[config.mk]
export PLATFORM = sky130hd
export DESIGN_NAME = fetch_prefetch_buffer
export DESIGN_NICKNAME = d
export VERILOG_FILES = /design/src/rtl/fetch_prefetch_buffer.sv
export SDC_FILE = /design/constraint.sdc
export NUM_CORES = 1
export LEC_CHECK = 0
export CORE_MARGIN = 2
export CORE_UTILIZATION = 47
export DETAILED_ROUTE_END_ITERATION = 6
export PLACE_DENSITY_LB_ADDON = 0.25
export SYNTH_ARGS = -nofsm -noshare
export SYNTH_HDL_FRONTEND = slang
export SYNTH_SLANG_ARGS = --single-unit
[constraint.sdc]
create_clock -name clk_i -period 9.5 [get_ports clk_i]
set_input_delay 1.9 -clock clk_i [delete_from_list [all_inputs] [get_ports clk_i]]
set_output_delay 1.9 -clock clk_i [all_outputs]
set_load 0.02 [all_outputs]
[src/rtl/fetch_prefetch_buffer.sv]
// Wishbone instruction prefetch FIFO; head visible 1 cycle after ack, stall_i holds head, fetch throttles at DEPTH entries.
// Optional PREFETCH_FAULT_EN: bus errors become fault entries (fault_o) and fetch halts until the next redirect.
module fetch_prefetch_buffer #(
    parameter logic [31:0] RESET_ADDR = 32'h8000_0000,
    parameter int          DEPTH      = 4,
    parameter logic [31:0] NOP_INST   = 32'h0000_0013
) (
    input  logic        clk_i,
    input  logic        rst_i,
    input  logic [31:0] br_j_addr_i,
    input  logic [31:0] exc_ret_addr_i,
    input  logic [1:0]  sel_addr_i,
    input  logic        stall_i,
    output logic [31:0] instruction_o,
    output logic [31:0] pc_o,
    output logic        valid_o,
    input  logic [31:0] wbm_dat_i,
    input  logic        wbm_ack_i,
    input  logic        wbm_err_i,
    output logic        wbm_cyc_o,
    output logic        wbm_stb_o,
    output logic [31:0] wbm_addr_o
`ifdef PREFETCH_FAULT_EN
    ,
    output logic        fault_o
`endif
);

    localparam int AW = $clog2(DEPTH);
    localparam int CW = AW + 1;

    typedef enum logic {
        ST_IDLE,
        ST_REQ
    } state_e;

    state_e          state_q;
    logic            cyc_q;
    logic [31:0]     addr_q;
    logic [31:0]     fetch_pc_q;
    logic [31:0]     fetch_pc_d;
    logic            discard_q;

    logic [31:0]     pc_mem  [DEPTH];
    logic [31:0]     dat_mem [DEPTH];
    logic [AW-1:0]   rd_ptr_q;
    logic [AW-1:0]   wr_ptr_q;
    logic [CW-1:0]   count_q;
    logic [CW-1:0]   count_d;

    logic            redirect;
    logic [31:0]     target;
    logic            resp;
    logic            push;
    logic            pop;
    logic            issue;
    logic            fetch_stop;
    logic [31:0]     push_dat;

    always_comb begin
        redirect = |sel_addr_i;
        target   = sel_addr_i[1] ? exc_ret_addr_i : br_j_addr_i;
        resp     = (state_q == ST_REQ) && (wbm_ack_i || wbm_err_i);
        // A redirect kills both the in-flight response and the head pop.
        push     = resp && !discard_q && !redirect;
        pop      = valid_o && !stall_i && !redirect;
        push_dat = wbm_err_i ? NOP_INST : wbm_dat_i;
        issue    = (state_q == ST_IDLE) && !redirect && !fetch_stop
                   && (count_q < CW'(DEPTH));
    end

    always_comb begin
        fetch_pc_d = fetch_pc_q;
        if (redirect) begin
            fetch_pc_d = {target[31:2], 2'b00};
        end else if (push) begin
            fetch_pc_d = fetch_pc_q + 32'd4;
        end
    end

    always_comb begin
        count_d = count_q;
        if (redirect) begin
            count_d = '0;
        end else begin
            count_d = count_q + CW'(push) - CW'(pop);
        end
    end

    always_ff @(posedge clk_i) begin
        if (rst_i) begin
            state_q    <= ST_IDLE;
            cyc_q      <= 1'b0;
            addr_q     <= '0;
            fetch_pc_q <= RESET_ADDR;
            discard_q  <= 1'b0;
        end else begin
            case (state_q)
                ST_IDLE: begin
                    if (issue) begin
                        state_q <= ST_REQ;
                        cyc_q   <= 1'b1;
                        addr_q  <= {fetch_pc_q[31:2], 2'b00};
                    end
                end
                ST_REQ: begin
                    if (resp) begin
                        state_q   <= ST_IDLE;
                        cyc_q     <= 1'b0;
                        discard_q <= 1'b0;
                    end
                end
                default: begin
                    state_q <= ST_IDLE;
                    cyc_q   <= 1'b0;
                end
            endcase
            fetch_pc_q <= fetch_pc_d;
            // Bus cycle must still complete; remember to drop whatever comes back.
            if (redirect && (state_q == ST_REQ) && !resp) begin
                discard_q <= 1'b1;
            end
        end
    end

    always_ff @(posedge clk_i) begin
        if (rst_i) begin
            rd_ptr_q <= '0;
            wr_ptr_q <= '0;
            count_q  <= '0;
        end else begin
            if (redirect) begin
                rd_ptr_q <= wr_ptr_q;
            end else begin
                if (push) begin
                    wr_ptr_q <= wr_ptr_q + AW'(1);
                end
                if (pop) begin
                    rd_ptr_q <= rd_ptr_q + AW'(1);
                end
            end
            count_q <= count_d;
        end
    end

    always_ff @(posedge clk_i) begin
        if (push) begin
            pc_mem[wr_ptr_q]  <= fetch_pc_q;
            dat_mem[wr_ptr_q] <= push_dat;
        end
    end

`ifdef PREFETCH_FAULT_EN
    logic             stop_q;
    logic [DEPTH-1:0] flt_q;

    always_ff @(posedge clk_i) begin
        if (rst_i) begin
            stop_q <= 1'b0;
            flt_q  <= '0;
        end else begin
            if (redirect) begin
                stop_q <= 1'b0;
            end else if (push && wbm_err_i) begin
                stop_q <= 1'b1;
            end
            if (push) begin
                flt_q[wr_ptr_q] <= wbm_err_i;
            end
        end
    end

    assign fetch_stop = stop_q;
    assign fault_o    = valid_o && flt_q[rd_ptr_q];
`else
    assign fetch_stop = 1'b0;
`endif

    assign valid_o       = (count_q != '0);
    assign instruction_o = valid_o ? dat_mem[rd_ptr_q] : NOP_INST;
    assign pc_o          = valid_o ? pc_mem[rd_ptr_q] : 32'd0;
    assign wbm_cyc_o     = cyc_q;
    assign wbm_stb_o     = cyc_q;
    assign wbm_addr_o    = addr_q;

endmodule

==> run_1/metal_density.png <==
34 x 34 tiles, from white (low) to dark blue (high), scaled to the fullest tile. Values are wire area over tile area, all layers added.
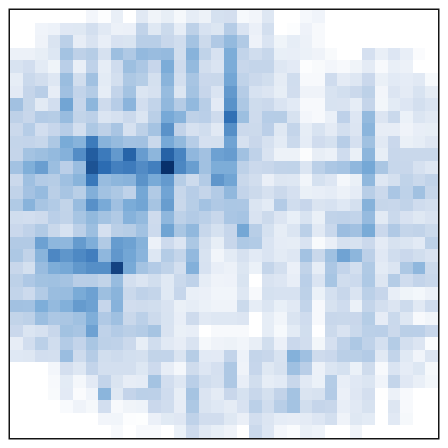
The emptiest ninth of the die: top right. The fullest tile reaches 0.76. 5.7% of the tiles are over half the peak. 9.0% of the tiles are nearly empty. The densest ninth of the die: left middle. The mean over all tiles is 0.17.

==> run_1/detail.png <==
The bar under the picture is 5 um long. Window x 76 to 96, y 111 to 131 um. Cells in gray, sequential cells in the stronger gray; small squares are vias.
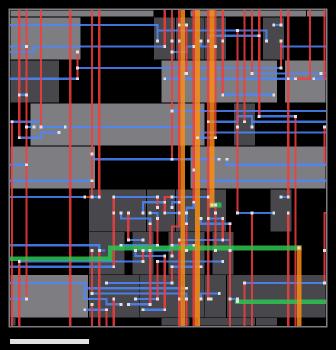
Key: metal 4 = orange; metal 1 = blue; metal 2 = red; metal 3 = green
Netlist names of flops here include fetch_pc_q (3), pc_mem (2). Most frequent: nand2_1 (6), dfxtp_1 (4). Sequential cells in the window: 6. 24 logic cells have their middle in the window.

==> run summary, run 1 <==
Flow results are below.

- The run finished with clean final reports.
- The fraction of power spent switching nets is between 20% and 30%, for reference.
- After clock tree synthesis, the setup repair step added 0 buffers.
- The number of instances in the placed design is 1422, for reference.
- In the synthesis report, Yosys lists the chip area as 13300 um2.
- The floorplan step set the die height to ~170 um.
- The synthesized flop and latch total is roughly 320, for reference.
- The slew at the pin closest to its max-slew limit is approximately 1.1 ns, for reference.
- The utilization after layout is 59.9%, for reference.
- The highest attainable clock frequency is roughly 190 MHz, for reference.
- Walking the worst path, the cells encountered are buf_4 > mux4_2 > or2_2 > clkdlybuf4s50_1.
- The aggregate negative setup slack is 0 ns, for reference.
- The startpoint class of the critical path is a flip-flop, for reference.
- The wire length reported by the detailed router is slightly above 30000 um, for reference.
- Counting distinct cell types in the post-synthesis netlist gives 67.
- The combinational gate power is 0.176 mW, for reference.
- For this block, the initial DRC count from the detailed router was 698.
- The routed design shows a wire length per standard cell of approximately 21 um.
- For met1 alone, demand over resource in global routing was between 20% and 30%.
- The synthesized instance count is roughly 900.
- The first TritonRoute pass finished after 4 iterations.
- The average instance in the mapped netlist occupies ~15 um2.
- The H-tree level count is 2, for reference.
- The clock network fraction of design power is between 40% and 50%, for reference.
- The cell family contributing the most delay on the critical path is buffers and inverters.
- The number of vias after detailed routing is roughly 8300, for reference.
- The floorplan step set the die width to 172 um.
- The cell area after layout is ~17000 um2, for reference.
- The area of placed instances is approximately 16000 um2, for reference.
- The number of buffers added to fix hold violations after cts is 0, for reference.
- Overall routing resource usage recorded by global route was around a fifth.
- Yosys reports that the most numerous cell types are 248 x sky130_fd_sc_hd__edfxtp_1, 94 x sky130_fd_sc_hd__nor2b_1, 80 x sky130_fd_sc_hd__nand2_1.
- The top-level I/O count is about 200, for reference.
- In the post-synthesis netlist, the cell with the most instances is sky130_fd_sc_hd__edfxtp_1.
- The leakage power is roughly 5.3 nW, for reference.
- The commonest non-fill, non-tap cell in the layout is sky130_fd_sc_hd__edfxtp_1, for reference.
- The clock tree from TritonCTS is built, for reference.
- The fraction of registers with async set/reset is 0%, for reference.
- Per the GRT log, the top usage layer is met2.
- The total clock sinks is roughly 320, for reference.
- Setup repair after global routing left no endpoint under its margin.
- The clock tree buffer depth is 3, for reference.
- The root buffer selected by CTS is sky130_fd_sc_hd__clkbuf_16, for reference.
- The clock-pin transition on the worst setup and hold timing paths is approximately 0.060 ns, for reference.
- The mapped netlist covers between 10000 and 15000 um2.
- The met2 layer usage reported by global route is ~36%, for reference.
- The final period demand of the worst path is approximately 5.3 ns, for reference.
- Leaving out fill and tap cells, the most frequent cells in the layout are 248 x sky130_fd_sc_hd__edfxtp_1, 192 x sky130_fd_sc_hd__clkdlybuf4s50_1, 94 x sky130_fd_sc_hd__nor2b_1.
- The warning tally printed by Yosys for this design is 0.
- Global routing used between 5 and 6% of the available met3 tracks.
- The total CTS buffers is 34, for reference.
- The kind of end point of the critical path is a primary output, for reference.
- The yosys cell count is between 800 and 900, for reference.
- The share of Yosys cell area claimed by the top area cell type is 56.0%, for reference.
- The clock insertion delay at the later pin of the skew report is just over 0.5 ns, for reference.
- The completed layout was analyzed and its total power is between 3 and 4 mW.
- The pre-CTS setup slack is 4.19 ns, for reference.
- Data on the critical path is required at its endpoint by 7.60 ns.
- The number of buffers and inverters on the critical path is 2.
- The first global-routing pass estimated between 40000 and 50000 um of wire.
- The core utilization before placement is between 40% and 50%, for reference.
- The script computed a power per unit cell area of approximately 180 nW/um2.
- According to the dpl log, the detail-placed design has an HPWL of about 18000 um.
- After synthesis, flip-flops and latches occupy between 60% and 70% of the total area.
- The total number of placement rows is roughly 60, for reference.
- The final period utilization is between 50% and 60%, for reference.
- The maximum number of pins on one net before global-route repair is roughly 70, for reference.
- In this run, synthesis inferred 248 flip-flops with an integrated enable.
- By area the synthesized netlist is led by sky130_fd_sc_hd__edfxtp_1 56%, sky130_fd_sc_hd__dfxtp_1 11%, sky130_fd_sc_hd__mux4_2 11%.
- Among all stages on the critical path, the maximum delay recorded is 0.80 ns.
- The worst relative slew slack is between 20% and 30%, for reference.
- The largest voltage drop on the vdd net is between 90 and 100 uV, for reference.
- The dominant register cell is sky130_fd_sc_hd__edfxtp_1, for reference.
- The top power group is registers, for reference.
- The count of input and output buffers is 193, for reference.
- For reference, the final report shows the max-slew violation count at 0.
- sky130_fd_sc_hd__edfxtp_1 takes more of the synthesized area than any other cell.
- The number of remaining DRC errors is 0, for reference.
- Summed over all sequential cells, the power is 1.56 mW.
- The initial antenna violation count is 2, for reference.
- The floorplan core area is about 28000 um2, for reference.
- The number of nets at the end of the flow is 1191, for reference.
- The largest clock skew in the final design is a little under 0.02 ns, for reference.
- The final cell count without fillers is between 1000 and 1500, for reference.
- The number of hold-slack violations in the final timing report is 0, for reference.
- The worst hold margin is 0.452 ns, for reference.
- The overall die size recorded for this design is between 20000 and 30000 um2.
- After detailed routing, the number of vias per cell comes to approximately 5.6.
- In this run, flip-flops and latches consume between 50% and 60% of the power.
- Cells with a size suffix above 1 make up approximately 14% of the layout.
- The count of instances resized after the clock tree is built is 0, for reference.
- The setup slack of the critical path after layout is roughly 4.2 ns, for reference.
- In this run the worst path has a maximum fanout of approximately 46.
- The share of total power dissipated in combinational logic is just under 6%.
- The number of global-route vias before repair is 8303, for reference.
- The clock distribution power is about 1.3 mW, for reference.
- The number of filler instances in the final layout is about 2200, for reference.
- The placer's final routability congestion estimate is a little over 0.8, for reference.
- The tool flagged a number of max-cap violations equal to 0.
- In the power breakdown, the internal column shows roughly 2.4 mW.
- The post-route antenna net violation count is 0, for reference.
- STA reports the tightest min-delay check as being of type reg -> reg.
- Summed over all nets, the switching power comes to roughly 0.64 mW.
- For this run, the final setup violation count is recorded as 0.
- Relative to the synthesized area, the layout overhead comes to 25.2%.
==> run_1/io_placement.png <==
The bar under the picture is 50 um long. Pins as bars across the die edge, other pins in gray.
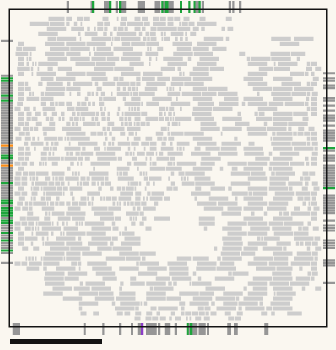
Key: sel_addr_i = orange [pins 2, direction input, edge left]; wbm_addr_o = green [pins 32, direction output, edge 18 left, 10 top, 2 bottom, 2 right]; wbm_stb_o = purple [pins 1, direction output, edge bottom]
All pins by edge: 74 left, 53 right, 39 bottom, 36 top.

==> run 1: layout make-up <==
type | count | area [um2] | area share (%)
inverters | 12 | 45.0 | 0.271
well taps | 378 | 473 | 2.84
clock buffers | 49 | 991 | 5.96
flip-flops and latches | 320 | 8900 | 53.5
repair buffers | 204 | 2010 | 12.1
clock inverters | 13 | 93.8 | 0.564
multi-input cells | 508 | 4120 | 24.8
diodes | 2 | 5.00 | 0.0301
==> run 1: metal layers <==
metal | routed length (um) | vias up | part of all wire [%]
met1 | 13100 | 4149 | 42
met3 | 2340 | 47 | 7.5
met4 | 629 | 0 | 2.0
met5 | 0 | - | 0
li1 | - | 3763 | -
met2 | 15000 | 306 | 48
==> run 1: path summary, 6_finish.rpt <==
path,startpoint,end,slack (ns),depth (start not counted)
min reg2reg,wbm_addr_o[29],wbm_addr_o[29],0.45,2
max,flip-flop,instruction_o[4],4.22,4
min,wbm_addr_o[29],wbm_addr_o[29],0.45,2
max reg2reg,state_q,count_q[2],6.60,10
==> run 1: registers in the layout, indices dropped and copies added, names as in the netlist, 2 cells and up, named ones only <==
| register | flops |
|---|---|
| count_q | 3 |
| fetch_pc_q | 30 |
| dat_mem | 128 |
| wbm_addr_o | 30 |
| pc_mem | 120 |
| rd_ptr_q | 2 |
| wr_ptr_q | 2 |
==> run 1: cell families after synthesis <==
group	after synthesis	synth area share [%]
multiplexers	66	10.8
adder cells (fa/ha/maj)	8	0.810
other	1	0.0282
XOR/XNOR	22	1.45
AND/OR/NAND/NOR	289	11.9
flip-flops	320	66.9
AND-OR/OR-AND	119	5.72
buffers and inverters	72	2.41
==> run 1: worst min-delay path, cell delays in order, from the launching register on <==
cell and delay (ns):
sky130_fd_sc_hd__dfxtp_1 0.31, sky130_fd_sc_hd__nand2_1 0.05, sky130_fd_sc_hd__a21oi_1 0.05
==> run_1/logic_types.png <==
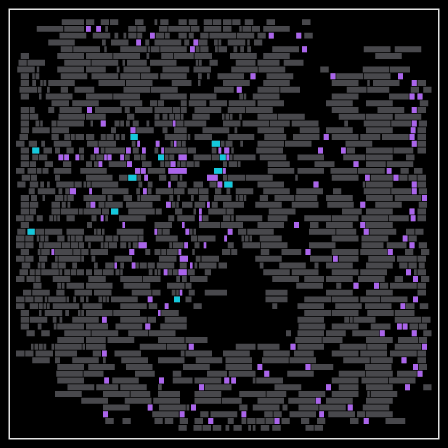

==> run 2, diff against run 1 <==
==> constraint.sdc (replaced) <==
create_clock -name clk_i -period 4.39 [get_ports clk_i]
set_input_delay 0.878 -clock clk_i [delete_from_list [all_inputs] [get_ports clk_i]]
set_output_delay 0.878 -clock clk_i [all_outputs]
set_load 0.02 [all_outputs]
==> run_2/logic_types.png <==
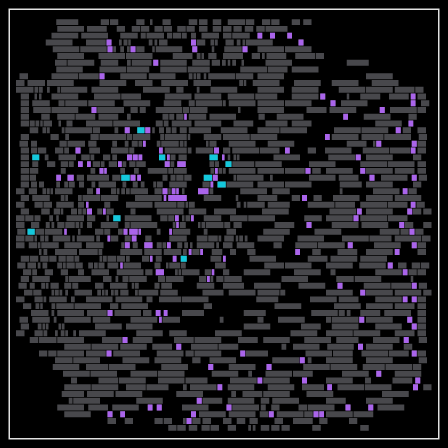
Key: AND-OR and OR-AND gates = cyan [cells 11, most used o21a_1]; NOR gates = purple [cells 146, most used nor2b_1, where spread over the die]

==> run summary, run 2 <==
Flow results are below.

- The synthesis warning total is 0, for reference.
- The number of hold-slack violations in the final timing report is 0, for reference.
- The worst setup path is launched from a flip-flop.
- The main area contributors are sky130_fd_sc_hd__edfxtp_1 56%, sky130_fd_sc_hd__dfxtp_1 11%, sky130_fd_sc_hd__mux4_2 11%.
- The vertical die dimension is between 150 and 200 um, for reference.
- The layout stage reports a final design area of around 17000 um2.
- Setup repair after global routing left no endpoint under its margin.
- The synthesis-to-layout area growth is 27.1%, for reference.
- The type of the worst setup path is reg -> out, for reference.
- In this run the remaining antenna-violating nets after routing total 0.
- The total tool warning count is 33, for reference.
- The cell accounting for the most synthesized area is sky130_fd_sc_hd__edfxtp_1, for reference.
- The number of global-route vias before repair is 8497, for reference.
- The synthesis report names the predominant flop master as sky130_fd_sc_hd__edfxtp_1.
- The sum of net half-perimeters after detailed placement is 20100 um, for reference.
- The routed design shows a via density per instance of between 5 and 6.
- The initial antenna violation count is 1, for reference.
- Yosys reported a register bit count of 320.
- For this run, asynchronously set or reset flops after synthesis account for 0%.
- Buffers inserted to repair hold after CTS numbered 0.
- The most critical min-delay path falls under reg -> reg.
- The post-synthesis instance area is roughly 13000 um2, for reference.
- CTS built an H-tree with a depth of 2.
- The global-route congestion overflow total is 0, for reference.
- Prior to clock tree synthesis, the placed netlist has a worst setup slack of around 0.84 ns.
- The placer's final routability congestion estimate is approximately 0.86, for reference.
- The flow ran to the end, but the final reports show violations.
- The largest driver fanout on the critical path is 27, for reference.
- Yosys reports that the most numerous cell types are 248 x sky130_fd_sc_hd__edfxtp_1, 94 x sky130_fd_sc_hd__nor2b_1, 80 x sky130_fd_sc_hd__nand2_1.
- The largest voltage drop on the vdd net is roughly 230 uV, for reference.
- Entering global routing, the biggest net connects 53 pins.
- The worst hold margin is 0.453 ns, for reference.
- The first global-routing pass estimated slightly below 50000 um of wire.
- From the final report, the count of setup violators was given as 0.
- After detailed routing, the total wire length is 31400 um.
- The number of flip-flops under the largest register name is 128, for reference.
- Per the OpenROAD power report, leakage power amounts to ~5.4 nW.
- TritonCTS built the clock tree.
- The number of vias after detailed routing is between 8000 and 9000, for reference.
- Clock-pin slew was measured on the worst setup and hold paths at 0.06 ns.
- The total count of max-transition violations in the final report is 0, for reference.
- The proportion of layout cells with a drive suffix above 1 is roughly 15%, for reference.
- The dominant delay contributor by cell family on the critical path is buffers and inverters, for reference.
- The count of cells in the finished layout, fillers not included, comes to approximately 1500.
- The max-capacitance violation count is 0, for reference.
- The power after layout is approximately 6.8 mW, for reference.
- According to the report, the first pass of detailed routing completed in 7 iterations.
- In this run the power density over the cells is 401 nW/um2.
- The total clock sinks is about 320, for reference.
- The total die area is between 20000 and 30000 um2, for reference.
- The top-level I/O count is ~200, for reference.
- The highest attainable clock frequency is between 200 and 300 MHz, for reference.
- The count of unique library cells instantiated by Yosys is roughly 67, for reference.
- The register with the most flip-flops in the final layout is dat_mem.
- The synthesized netlist was found by Yosys to have approximately 900 cells.
- Measured on the finished design, the core utilization comes to between 60 and 70%.
- Per the OpenROAD floorplan log, the width of the die is around 170 um.
- The aggregate negative setup slack is 0 ns, for reference.
- The critical path in the final layout is reported with a setup slack of about 0.71 ns.
- The commonest non-fill, non-tap cell in the layout is sky130_fd_sc_hd__edfxtp_1, for reference.
- For this run, the slowest stage of the critical path takes 0.75 ns.
- Total global-route track usage over all layers is a little over a fifth.
- The largest clock skew in the final design is a little under 0.02 ns, for reference.
- The share of synthesized area occupied by flip-flops and latches is about 67%, for reference.
- The required time at the worst endpoint is listed as 3.51 ns.
- For reference, the critical path cell chain is buf_12 > mux4_2 > nor2b_1 > clkdlybuf4s50_1.
- In this run the deepest clock path goes through 3 buffers.
- In this run the post-CTS setup repair buffer count came out at 0.
- The checks that failed: DRC.
- The chip area from the yosys synthesis statistics is between 10000 and 15000 um2, for reference.
- According to the timing report, the arrival time at the worst endpoint equals roughly 2.8 ns.
- STA classifies the critical path endpoint as a primary output.
- The count of input and output buffers is between 150 and 200, for reference.
- Together, buffers and inverters on the worst path number 2.
- The number of flops mapped to enable cells by yosys is ~250, for reference.
- The core region is roughly 28000 um2.
- The most numerous cell in the Yosys netlist is sky130_fd_sc_hd__edfxtp_1, for reference.
- The root buffer selected by CTS is sky130_fd_sc_hd__clkbuf_16, for reference.
- Summing all placed instances gives a cell area of between 15000 and 20000 um2.
- The finished design was reported to have a net count of 1202.
- The pin closest to its max-slew limit shows a slew of between 1 and 1.5 ns.
- The final period utilization is a little over four fifths, for reference.
- After clock tree synthesis, the repair step resized 0 gates.
- The clock insertion delay at the later pin of the skew report is just over 0.5 ns, for reference.
- Per the slew report, the remaining headroom to the max-slew limit stands at a little under a third.
- The number of remaining DRC errors is 4, for reference.
- Counting tap cells, the placed design contains a total of around 1400 instances.
- Dividing the synthesized area by the synthesized cell count gives about 15 um2.
- The number of filler instances in the final layout is about 2200, for reference.
- The mean routed wirelength per cell is ~21 um, for reference.
- The share of Yosys cell area claimed by the top area cell type is 56.0%, for reference.
- Buffers inserted during clock tree synthesis total 34.
- In the final layout, the registers with the most flip-flops are dat_mem (128), pc_mem (120).
- The core utilization before placement is approximately 48%, for reference.
- Per the cell usage report, the commonest logic cells after layout are 248 x sky130_fd_sc_hd__edfxtp_1, 192 x sky130_fd_sc_hd__clkdlybuf4s50_1, 94 x sky130_fd_sc_hd__nor2b_1.
- After the first detailed-routing iteration, the DRC count stood at slightly below 800.
- The slowest stage of the critical path belongs to the cell sky130_fd_sc_hd__dfxtp_4.
- Synthesis produced between 800 and 900 cells.
- Subtracting the final worst setup slack from the clock period gives 3.68 ns.
- The total number of placement rows is between 60 and 70, for reference.
run 2: final timing paths:
| check | end | slack (ns) | startpoint | depth (start not counted) |
|---|---|---|---|---|
| hold / removal | wbm_addr_o[24] | 0.45 | wbm_addr_o[24] | 2 |
| setup reg to reg | count_q[2] | 1.85 | state_q | 10 |
| hold reg to reg | wbm_addr_o[24] | 0.45 | wbm_addr_o[24] | 2 |
| setup / recovery | pc_o[11] | 0.71 | flip-flop | 4 |
run 2: area by class of cell:
type,instances,area (um2),area share [%]
repair buffers,215,2170,12.8
clock buffers,42,955,5.65
well taps,378,473,2.80
clock inverters,20,236,1.40
inverters,12,45.0,0.267
multi-input cells,508,4120,24.4
flip-flops and latches,320,8900,52.7
diodes,1,2.50,0.0148
run 2: where the power goes:
part	leakage, nW	switching (mW)	internal [mW]	total [mW]
clock	0.585	1.15	1.85	3.00
combinational	2.00	0.180	0.210	0.390
sequential	2.85	0.0776	3.30	3.38
total	5.44	1.41	5.36	6.78
run 2: metal layers:
| metal | wire [um] | global-route usage [%] |
|---|---|---|
| met4 | 832 | 6.83 |
| met3 | 2710 | 4.97 |
| met1 | 12900 | 28.7 |
| met5 | 0 | 0 |
| met2 | 15000 | 36.2 |
run 2: kinds of logic after synthesis:
logic type | synth area share (%)
compound gates | 5.72
xor+xnor | 1.45
simple gates | 11.9
buf+inv | 2.41
flops | 66.9
mux | 10.8
fa+ha+maj | 0.810
other cells | 0.0282
==> run_2/clocks.png <==
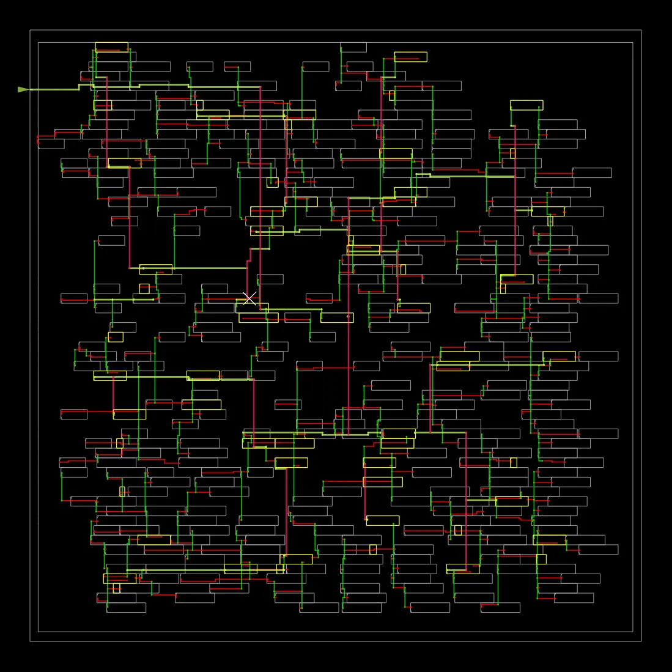

==> run 3, diff against run 2 <==
==> constraint.sdc (replaced) <==
create_clock -name clk_i -period 3.4 [get_ports clk_i]
set_input_delay 0.68 -clock clk_i [delete_from_list [all_inputs] [get_ports clk_i]]
set_output_delay 0.68 -clock clk_i [all_outputs]
set_load 0.02 [all_outputs]
==> run_3/clocks.png <==
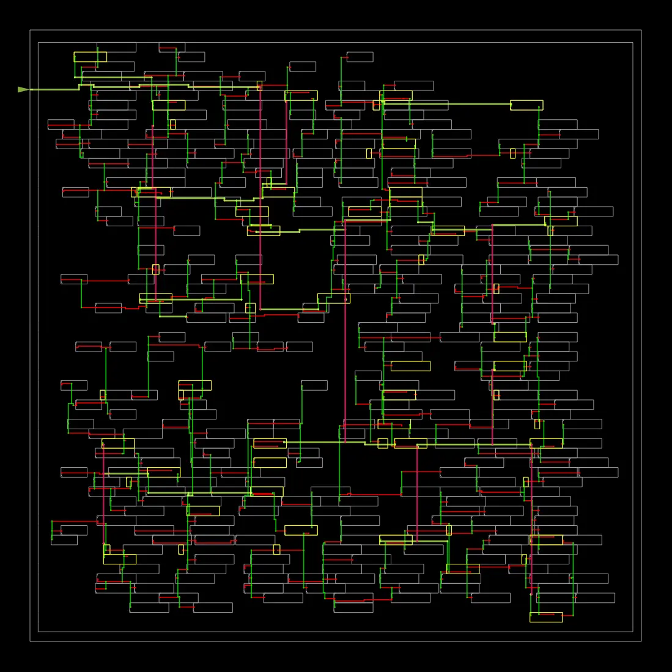
clock sinks: 320
final worst clock skew: 0.0224 ns
clock buffer count from CTS: 34
Flop Count: 320
Clock buffer cells: 50

==> run summary, run 3 <==
Flow results are below.

- The run finished with clean final reports.
- The die outline width is 172 um, for reference.
- The startpoint class of the critical path is a flip-flop, for reference.
- At the pin with the least slew margin, the transition time is about 0.75 ns.
- The largest registers in the layout are dat_mem (128), pc_mem (120).
- The global-route congestion overflow total is 0, for reference.
- The synthesis-to-layout area growth is 27.2%, for reference.
- On the worst setup and hold paths after CTS, the clock-pin slew comes to about 0.060 ns.
- The core utilization before placement is between 40% and 50%, for reference.
- The area fraction of the largest cell type after synthesis is between 50% and 60%.
- The total number of placement rows is between 60 and 70, for reference.
- The clock network accounts for between 40% and 50% of the total power.
- Max-cap violations in this run came to 0.
- The finished cells cover 16900 um2.
- The type of the worst setup path is reg -> out, for reference.
- The H-tree level count is 2, for reference.
- The worst hold margin is 0.454 ns, for reference.
- The post-CTS setup buffer count is 0, for reference.
- The launch instance of the worst register-to-register path is count_q[1], for reference.
- Before any placement, the netlist area is recorded as 13300 um2.
- The yosys cell count is 897, for reference.
- After synthesis, the share of flip-flops with an asynchronous set or reset is 0%.
- The part of the power in registers is 52.1%, for reference.
- The cell at the slowest stage of the critical path is sky130_fd_sc_hd__clkdlybuf4s50_1, for reference.
- By area the synthesized netlist is led by sky130_fd_sc_hd__edfxtp_1 56%, sky130_fd_sc_hd__dfxtp_1 11%, sky130_fd_sc_hd__mux4_2 11%.
- Synthesis inferred 320 register bits.
- The clock tree from TritonCTS is built, for reference.
- The number of search-and-repair iterations in the first detailed-routing pass is 7, for reference.
- Looking at the critical path, the highest net fanout was 12.
- The largest voltage drop on the vdd net is about 280 uV, for reference.
- Wires add up to between 30000 and 40000 um.
- The placer's final routability congestion estimate is roughly 0.83, for reference.
- The total die area is slightly below 30000 um2, for reference.
- Setup repair after global routing left no endpoint under its margin.
- In this run the most critical hold path is launched from wbm_addr_o[24].
- The vertical die dimension is ~170 um, for reference.
- The final layout contains 1215 nets.
- The global-route wire length before repair is roughly 47000 um, for reference.
- The script extracted a net switching power of approximately 1.8 mW.
- The chip area from the yosys synthesis statistics is around 13000 um2, for reference.
- The total count of max-transition violations in the final report is 0, for reference.
- The report puts the hold buffer count at CTS at 0.
- The post-route antenna net violation count is 0, for reference.
- Entering global routing, the biggest net connects 50 pins.
- The floorplan core area is approximately 28000 um2, for reference.
- The routed design could run at a clock period as short as 3.25 ns.
- The total routed wire length on the met1 layer is between 10000 and 15000 um, for reference.
- The top-level I/O count is just over 200, for reference.
- Per the post-run analysis, buffers plus inverters along the critical path come to 2.
- The count of buffers added on input and output ports is 193.
- The initial antenna violation count is 1, for reference.
- The finished layout holds between 1500 and 2000 standard cells, fillers aside.
- The number of vias after detailed routing is roughly 8300, for reference.
- The share of synthesized area occupied by flip-flops and latches is 66.9%, for reference.
- Before CTS, the worst setup slack after placement is around 0.35 ns.
- The type of the tightest min-delay check is reg -> reg, for reference.
- Dividing the synthesized area by the synthesized cell count gives 14.8 um2.
- Measured in cells, the most critical reg-to-reg path has a length of 10.
- sky130_fd_sc_hd__edfxtp_1 is the most common cell in the netlist.
- In the layout the commonest cells are 248 x sky130_fd_sc_hd__edfxtp_1, 192 x sky130_fd_sc_hd__clkdlybuf4s50_1, 94 x sky130_fd_sc_hd__nor2b_1.
- More flip-flops sit in one register than any other, and that register is dat_mem.
- After layout, the worst setup slack is between 0.1 and 0.15 ns.
- The number of hold-slack violations in the final timing report is 0, for reference.
- Among all flip-flop cells after synthesis, the most frequent one is sky130_fd_sc_hd__edfxtp_1.
- Wire segments on met3 add up to about 2300 um in the final route.
- The number of flops mapped to enable cells by yosys is approximately 250, for reference.
- For this run, the slowest stage of the critical path takes 0.56 ns.
- The post-detailed-route via-to-cell ratio is 5.52, for reference.
- The data arrival time reported for the critical path is between 2 and 3 ns.
- After detailed routing, the number of remaining DRC violations is 0.
- The synthesis warning total is 0, for reference.
- Synthesis handed over a netlist of between 800 and 900 instances.
- Counting instances in the post-synthesis netlist gives the leading cell types as 248 x sky130_fd_sc_hd__edfxtp_1, 94 x sky130_fd_sc_hd__nor2b_1, 80 x sky130_fd_sc_hd__nand2_1.
- In this run, the combinational gates consume under 10% of the power.
- Per the summary, power density relative to cell area is between 400 and 500 nW/um2.
- The count of unique library cells instantiated by Yosys is between 60 and 70, for reference.
- The proportion of layout cells with a drive suffix above 1 is between 10% and 20%, for reference.
- The highest attainable clock frequency is a little over 300 MHz, for reference.
- The script logs the mean routed wire length per placed instance as 20.6 um.
- The internal power component is ~6.6 mW, for reference.
- The root buffer selected by CTS is sky130_fd_sc_hd__clkbuf_16, for reference.
- The number of global-route vias before repair came to approximately 8400.
- The area of placed instances is approximately 16000 um2, for reference.
- The total routing resource utilization after global routing is between 20% and 30%, for reference.
- Wire segments on met2 add up to roughly 15000 um in the final route.
- The top power group is registers, for reference.
- STA lists the endpoint of the worst register-to-register path as count_q[2].
- The sum of net half-perimeters after detailed placement is approximately 20000 um, for reference.
- The final layout reports a setup TNS of 0 ns.
- Endpoints with negative setup slack in the final report add up to 0.
- The combinational gate power is between 0.5 and 0.6 mW, for reference.
- Net switching is 21.0% of the power.
- At the later pin of the worst-skew pair, clock insertion delay measures ~0.5 ns.
- The setup slack of the worst register-to-register path is ~1 ns, for reference.
- The leakage power is 5.44 nW, for reference.
- The count of routing violations after the opening detailed-route iteration is ~740, for reference.
- The total sequential power is 4.36 mW, for reference.
- For reference, the critical path cell chain is buf_4 > mux4_2 > nor2b_1 > clkdlybuf4s50_1.
- Looking at the hold checks, the worst path lands on wbm_addr_o[24].
- Signal routing reaches up to met4.
- The power after layout is around 8.4 mW, for reference.
- The synthesized design spends more area on one cell type than any other, namely sky130_fd_sc_hd__edfxtp_1.
- The number of warnings reported in the stage logs is 33.
- The depth of the worst hold-timing path is 2, for reference.
- Checking max transition, the worst relative margin is about half.
- The kind of end point of the critical path is a primary output, for reference.
- The number of instances in the placed design is between 1000 and 1500, for reference.
- The worst path uses 95.6% of the clock period.
- The clock distribution power is between 3 and 4 mW, for reference.
- The required time at the worst-slack endpoint is about 2.7 ns, for reference.
- The number of flip-flops under the largest register name is around 130, for reference.
- The commonest non-fill, non-tap cell in the layout is sky130_fd_sc_hd__edfxtp_1, for reference.
- The clock tree buffer depth is 3, for reference.
- The kind of cell with the highest combined delay along the critical path is buffers and inverters.
- The utilization after layout is between 60% and 70%, for reference.
run 3: netlist changes by cell type in the layout (fill, tap and decap cells not counted), sizes merged:
cell | before | now
inv | 13 | 12
clkbuf | 42 | 50
buf | 23 | 36
bufinv | 5 | 1
clkinv | 12 | 9
run 3: final cells by class:
class,instances,area [um2]
antenna,1,2.50
clock buffer,50,975
clock inverter,12,83.8
fill,2196,10900
inverter,12,45.0
multi-input combinational,508,4120
sequential,320,8900
tap,378,473
timing repair buffer,228,2310
run 3: worst reg2reg max path, delay by kind of cell, from the launching register on:
kind / cells / cell delay [ns]
fa+ha+maj: 3 / 0.84
simple gates: 3 / 0.40
buf+inv: 2 / 0.35
xor+xnor: 2 / 0.35
flops: 1 / 0.34
run 3: repair_timing:
| action | in CTS | in global routing |
|---|---|---|
| resized | 0 | 1 |
| endpoints found under the hold margin | 0 | 0 |
| endpoints found under the setup margin | 0 | 5 |
run 3: worst max path at each step:
stage,to,slack (ns),depth (start not counted)
after floorplan,dat_mem[0][0],0.06,4
after global placement,count_q[2],0.33,11
after detailed placement,count_q[2],0.35,11
after CTS,pc_o[7],0.04,4
after global routing,pc_o[14],0.04,4
final,pc_o[13],0.15,4
run 3: cell families (layout without fill, tap and decap cells):
logic type | Yosys count | in the layout | share of synthesized area, %
buffers and inverters | 72 | 302 | 2.41
and+or+nand+nor | 289 | 289 | 11.9
muxes | 66 | 66 | 10.8
DFF | 320 | 320 | 66.9
xor gates and xnor gates | 22 | 22 | 1.45
AOI/OAI and AO/OA | 119 | 119 | 5.72
adders and majority gates | 8 | 8 | 0.810
other | 1 | 5 | 0.0282
run 3: per-layer routing:
metal	vias to the layer above	global-route usage (%)
met4	0	5.30
met5	-	0
met1	4148	29.1
li1	3814	-
met3	41	4.65
met2	331	34.8
No activity file was given, so power comes from the tool's default toggle rates.
